==> config.mk <==
export PLATFORM = sky130hd
export DESIGN_NAME = fir_tap_sequencer
export DESIGN_NICKNAME = d
export VERILOG_FILES = /design/src/rtl/fir_seq_pkg.sv /design/src/rtl/fir_history_ram.sv /design/src/rtl/fir_tap_sequencer.sv
export SDC_FILE = /design/constraint.sdc
export NUM_CORES = 2
export LEC_CHECK = 0
export CAP_MARGIN = 15
export CELL_PAD_IN_SITES_DETAIL_PLACEMENT = 1
export CELL_PAD_IN_SITES_GLOBAL_PLACEMENT = 2
export CORE_MARGIN = 1.5
export CORE_UTILIZATION = 52
export DETAILED_ROUTE_END_ITERATION = 16
export PLACE_DENSITY = 0.81
export SETUP_SLACK_MARGIN = 0.5
export SYNTH_ARGS = -nofsm -noshare
export SYNTH_HDL_FRONTEND = slang
export SYNTH_SLANG_ARGS = --single-unit
==> constraint.sdc <==
create_clock -name clk -period 15.42 [get_ports clk]
set_clock_uncertainty 0.2 [all_clocks]
set_input_delay 1.542 -clock clk [delete_from_list [all_inputs] [get_ports clk]]
set_output_delay 1.542 -clock clk [all_outputs]
set_load 0.1 [all_outputs]
registers.png
Drawn at 1 px/um. Other sequential cells in the stronger gray, the rest of the logic in the fainter gray.
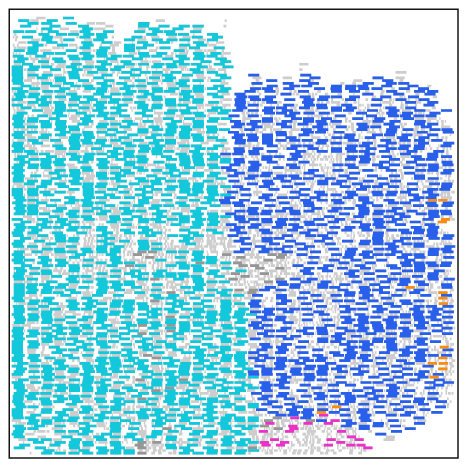
Blue marks `coef_mem_r`, sequential cells 1,024. Orange marks `tap_coef`, sequential cells 16. Magenta marks `result_out`, sequential cells 24. Cyan marks `u_history.mem_r`, sequential cells 1,536.
FF/Latch Area: 0.0792 mm2
sequential power: 0.00790 W
fraction of area in registers: 0.677

met4.png
Drawn at 1 px/um. Supply wires on this layer in gray.
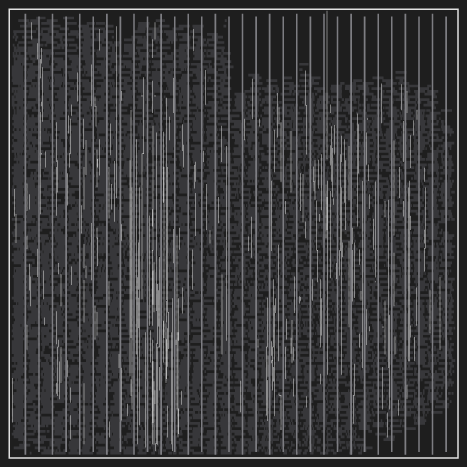
The layer carries 12,900 um of wire. The layer holds 4.6% of the routed length. The wires run mostly vertical.
Post-Route WL: 283,000 um
vias: 56,200

final_clocks.png
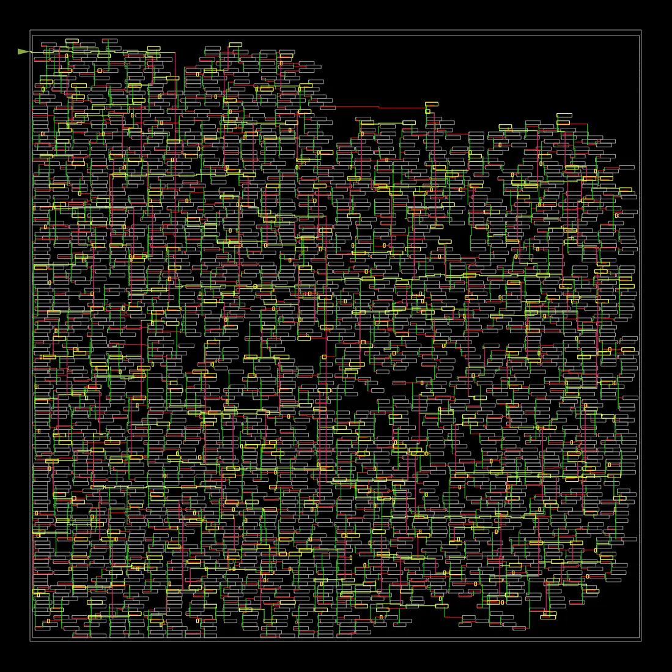
number of clock sinks: 2,653
Clk power: 0.00669 W
clk latency late pin: 920 ps
registers: 2,653

metal_stack.png
Drawn at 1 px/um.
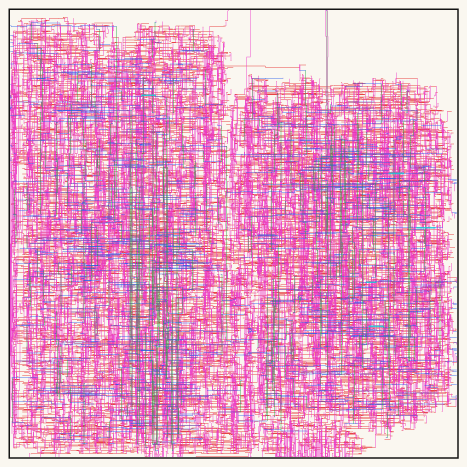
Blue marks met3, wire length 18,900 um. Cyan marks met5, wire length 67.2 um. Red marks met1, wire length 108 mm. Green marks met4, wire length 12,900 um. Magenta marks met2, wire length 143 mm.
GRT Util Overall: 0.284
WL per Instance: 32.6 um

==> flow_metrics.py <==
# Physical implementation metrics
metrics = {
    "run_status": {
        "outcome": "finished, final reports clean",
    },
    "global_route": {
        "grt_use_met1": 0.372,
        "top_usage_layer": "met2",
        "antenna_found_initial": 15,
        "met2_usage": 0.476,
    },
    "synth": {
        "synth_top_flop_cell": "edfxtp_1",
        "avgSynthCellArea_um2": 18.5,
        "yosys_warnings": 0,
        "fp_nets": 5659,
        "synthAoiAreaFrac": 0.0640,
        "edf_count": 2560,
        "top_cells_by_count": "2,560 x edfxtp_1, 532 x nand2_1, 385 x mux4_2, 214 x a221oi_1, 204 x clkbuf_1",
        "postSynthSeqShare": 0.772,
        "ys_sh_adder": 0.00202,
        "yosys_cells": 5545,
        "top_cell": "edfxtp_1",
        "mux_area_frac": 0.0941,
        "ys_sh_simple": 0.0499,
    },
    "clocking": {
        "post_cts_buffers": 0,
        "cts_hold_buf": 0,
    },
    "placed_design": {
        "place_congestion": 0.815,
        "dp_cells": 8193,
    },
    "layout": {
        "n_all_buffers": 401,
        "mi_logic_area_mm2": 0.0221,
        "layout.nonclk_buf_frac": 0.0287,
        "nNonClkInverters": 19,
        "stdcell_count": 8692,
        "nFillCells": 16600,
        "lay_top_cells": "2,560 x edfxtp_1, 532 x nand2_1, 385 x mux4_2",
    },
    "setup_path": {
        "rr_worst_depth": 14,
        "cpMostUsedCell": "buf_4",
        "regToRegSetupSlack_ps": 8270,
        "startpoint_type": "flop",
        "critPathArrivalTime_ps": 7770,
    },
    "final_timing": {
        "post-route-period-util": 0.464,
        "worst_pin_slew_ps": 1310,
    },
    "floorplanning": {
        "die_y_um": 447,
        "nWellTaps": 2624,
        "io_pins": 168,
        "die-area_mm2": 0.200,
    },
    "pwr": {
        "p_sw_w": 0.00286,
        "pwr-share-comb": 0.011,
        "clkPwrFrac": 0.454,
        "p_per_area_mw_per_mm2": 126,
    },
    "routing": {
        "drcViolationCount": 0,
        "met1_length_um": 108000,
    },
    "flow_run": {
        "maxCapViolations": 0,
    },
}
Power and IR drop assume default switching activity.
